$ cat src/rtl/loader_pkg.sv
// Shared types and constants for the program loader.
package loader_pkg;

    localparam int WORD_W        = 32;
    localparam int DEFAULT_DEPTH = 1048576;

    typedef enum logic [1:0] {
        LOAD  = 2'd0,
        RUN   = 2'd1,
        ERROR = 2'd2,
        CHECK = 2'd3
    } loader_state_e;

endpackage

$ cat src/rtl/program_loader.sv
// Program loader: streams a host word image into imem/dmem from word address 0
// upward and holds the core in reset until the image is complete.
// Optional feature: define PROGRAM_LOADER_CHECKSUM_EN to treat the last beat as
// a 32-bit wrap-around checksum of the payload, verified in a one-cycle CHECK state.
module program_loader
    import loader_pkg::*;
#(
    parameter int DEPTH  = DEFAULT_DEPTH,
    parameter int ADDR_W = $clog2(DEPTH)
) (
    input  logic              clk,
    input  logic              reset,
    input  logic              in_valid,
    output logic              in_ready,
    input  logic [WORD_W-1:0] in_data,
    input  logic              in_last,
    input  logic              restart,
    output logic              mem_we,
    output logic [ADDR_W-1:0] mem_addr,
    output logic [WORD_W-1:0] mem_wdata,
    output logic              cpu_reset,
    output logic              load_done,
    output logic              load_error,
    output logic [ADDR_W:0]   word_count
);

    localparam logic [ADDR_W:0] FULL = DEPTH[ADDR_W:0];

    loader_state_e state_q;
    loader_state_e state_d;
    logic          do_write;
    logic          clear;
`ifdef PROGRAM_LOADER_CHECKSUM_EN
    logic              take_chk;
    logic [WORD_W-1:0] sum_q;
    logic [WORD_W-1:0] chk_q;
`endif

    // Status outputs decode directly from the state register.
    assign in_ready   = (state_q == LOAD) && !reset;
    assign cpu_reset  = (state_q != RUN);
    assign load_done  = (state_q == RUN);
    assign load_error = (state_q == ERROR);

    // State register.
    always_ff @(posedge clk or posedge reset) begin
        if (reset) begin
            state_q <= LOAD;
        end else begin
            state_q <= state_d;
        end
    end

    // Next-state and datapath control.
    always_comb begin
        state_d  = state_q;
        do_write = 1'b0;
        clear    = 1'b0;
`ifdef PROGRAM_LOADER_CHECKSUM_EN
        take_chk = 1'b0;
`endif
        case (state_q)
            LOAD: begin
                if (in_valid) begin
`ifdef PROGRAM_LOADER_CHECKSUM_EN
                    // The checksum beat occupies no memory, so it is exempt from overflow.
                    if (in_last) begin
                        take_chk = 1'b1;
                        state_d  = CHECK;
                    end else if (word_count == FULL) begin
                        state_d = ERROR;
                    end else begin
                        do_write = 1'b1;
                    end
`else
                    if (word_count == FULL) begin
                        state_d = ERROR;
                    end else begin
                        do_write = 1'b1;
                        if (in_last) begin
                            state_d = RUN;
                        end
                    end
`endif
                end
            end
            RUN, ERROR: begin
                if (restart) begin
                    state_d = LOAD;
                    clear   = 1'b1;
                end
            end
`ifdef PROGRAM_LOADER_CHECKSUM_EN
            CHECK: begin
                if ((word_count != '0) && (sum_q == chk_q)) begin
                    state_d = RUN;
                end else begin
                    state_d = ERROR;
                end
            end
`endif
            default: state_d = LOAD;
        endcase
    end

    // Write port registers and payload word counter.
    always_ff @(posedge clk or posedge reset) begin
        if (reset) begin
            mem_we     <= 1'b0;
            mem_addr   <= '0;
            mem_wdata  <= '0;
            word_count <= '0;
        end else begin
            mem_we <= do_write;
            if (do_write) begin
                mem_addr   <= word_count[ADDR_W-1:0];
                mem_wdata  <= in_data;
                word_count <= word_count + (ADDR_W+1)'(1);
            end
            if (clear) begin
                word_count <= '0;
            end
        end
    end

`ifdef PROGRAM_LOADER_CHECKSUM_EN
    // Running payload sum and captured checksum word.
    always_ff @(posedge clk or posedge reset) begin
        if (reset) begin
            sum_q <= '0;
            chk_q <= '0;
        end else begin
            if (clear) begin
                sum_q <= '0;
            end else if (do_write) begin
                sum_q <= sum_q + in_data;
            end
            if (take_chk) begin
                chk_q <= in_data;
            end
        end
    end
`endif

endmodule
$ cat config.mk
export PLATFORM = sky130hd
export DESIGN_NAME = program_loader
export DESIGN_NICKNAME = d
export VERILOG_FILES = /design/src/rtl/loader_pkg.sv /design/src/rtl/program_loader.sv
export SDC_FILE = /design/constraint.sdc
export NUM_CORES = 1
export LEC_CHECK = 0
export CORE_MARGIN = 2
export CORE_UTILIZATION = 40
export CTS_BUF_LIST = sky130_fd_sc_hd__clkbuf_4 sky130_fd_sc_hd__clkbuf_8
export DETAILED_ROUTE_END_ITERATION = 8
export PLACE_DENSITY = 0.72
export SKIP_CTS_REPAIR_TIMING = 1
export SYNTH_ARGS = -nofsm -noshare
export SYNTH_HDL_FRONTEND = slang
export SYNTH_SLANG_ARGS = --single-unit
$ cat constraint.sdc
create_clock -name clk -period 5.24 [get_ports clk]
set_input_delay 0.524 -clock clk [delete_from_list [all_inputs] [get_ports clk]]
set_output_delay 0.524 -clock clk [all_outputs]
set_load 0.005 [all_outputs]
==> qor.csv <==
metric,value,unit
status,"finished, final reports clean",
num-nets-final,425,
clock_sinks,76,
p_leak,2.007,nW
pin_count,115,
p_comb_share,36.3,%
synth_nets,309,
aoi_share,5.679,%
htree_levels,3,
synth_top_area_share,57.16,%
grt_use_met3,4.980,%
ant_nets,0,
rows,33,
drt_pass1_iterations,4,
postSynthAreaPerCell,12.46,um^2
pwr-share-clk,22.6,%
drt_first_iter_violations,91,
max-cap-violations,0,
yosysSeqAreaShare,57.16,%
via_per_inst,5.069,
finalSetupViolations,0,
r2r_start,word_count[0],
die_h,95.20,um
cts_buffers,9,
synth_flops,76,
power.total,1.986,mW
fin_ws,2350,ps
clkCellAreaFrac,4.265,%
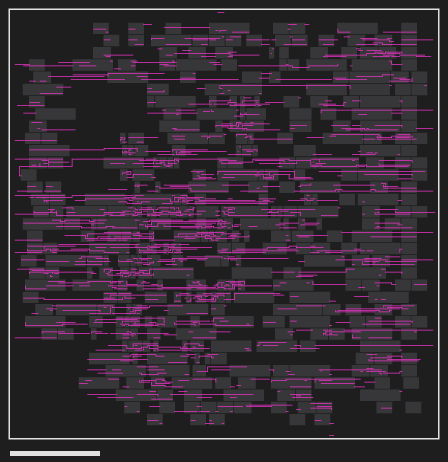
Fig. 1. M1 wires.
Scale bar: 20 um. Cells faint in the background.
longest straight run: 29.0 um
share of all routed wire: 46%
wire length on this layer: 3470 um
main direction: horizontal
Vias: 2499
Routed WL: 7.481 mm
met1 Use GR: 21.87%

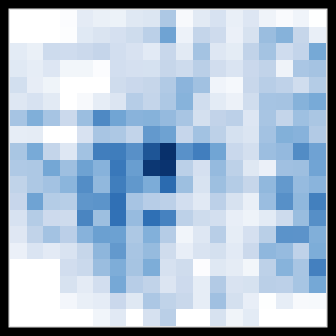
Fig. 2. Wiring heat map.
The die is cut into 19 by 19 equal tiles; white is low, dark blue is high, scaled to the fullest tile. Values are wire area over tile area, all layers added.
mean over tiles: 0.13
nearly empty tiles: 11%
tiles over half the peak: 13%
fullest tile: 0.49
DR WL/cell: 15.17 um
GR Util All Layers: 16.89%

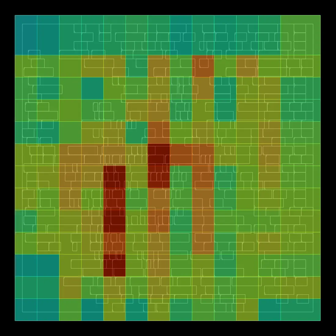
Fig. 3. Congestion heat map.
utilization after layout: 58.07%
GR Util met2: 25.82%

Power figures rest on the tool's default switching activity, not on a simulated workload.
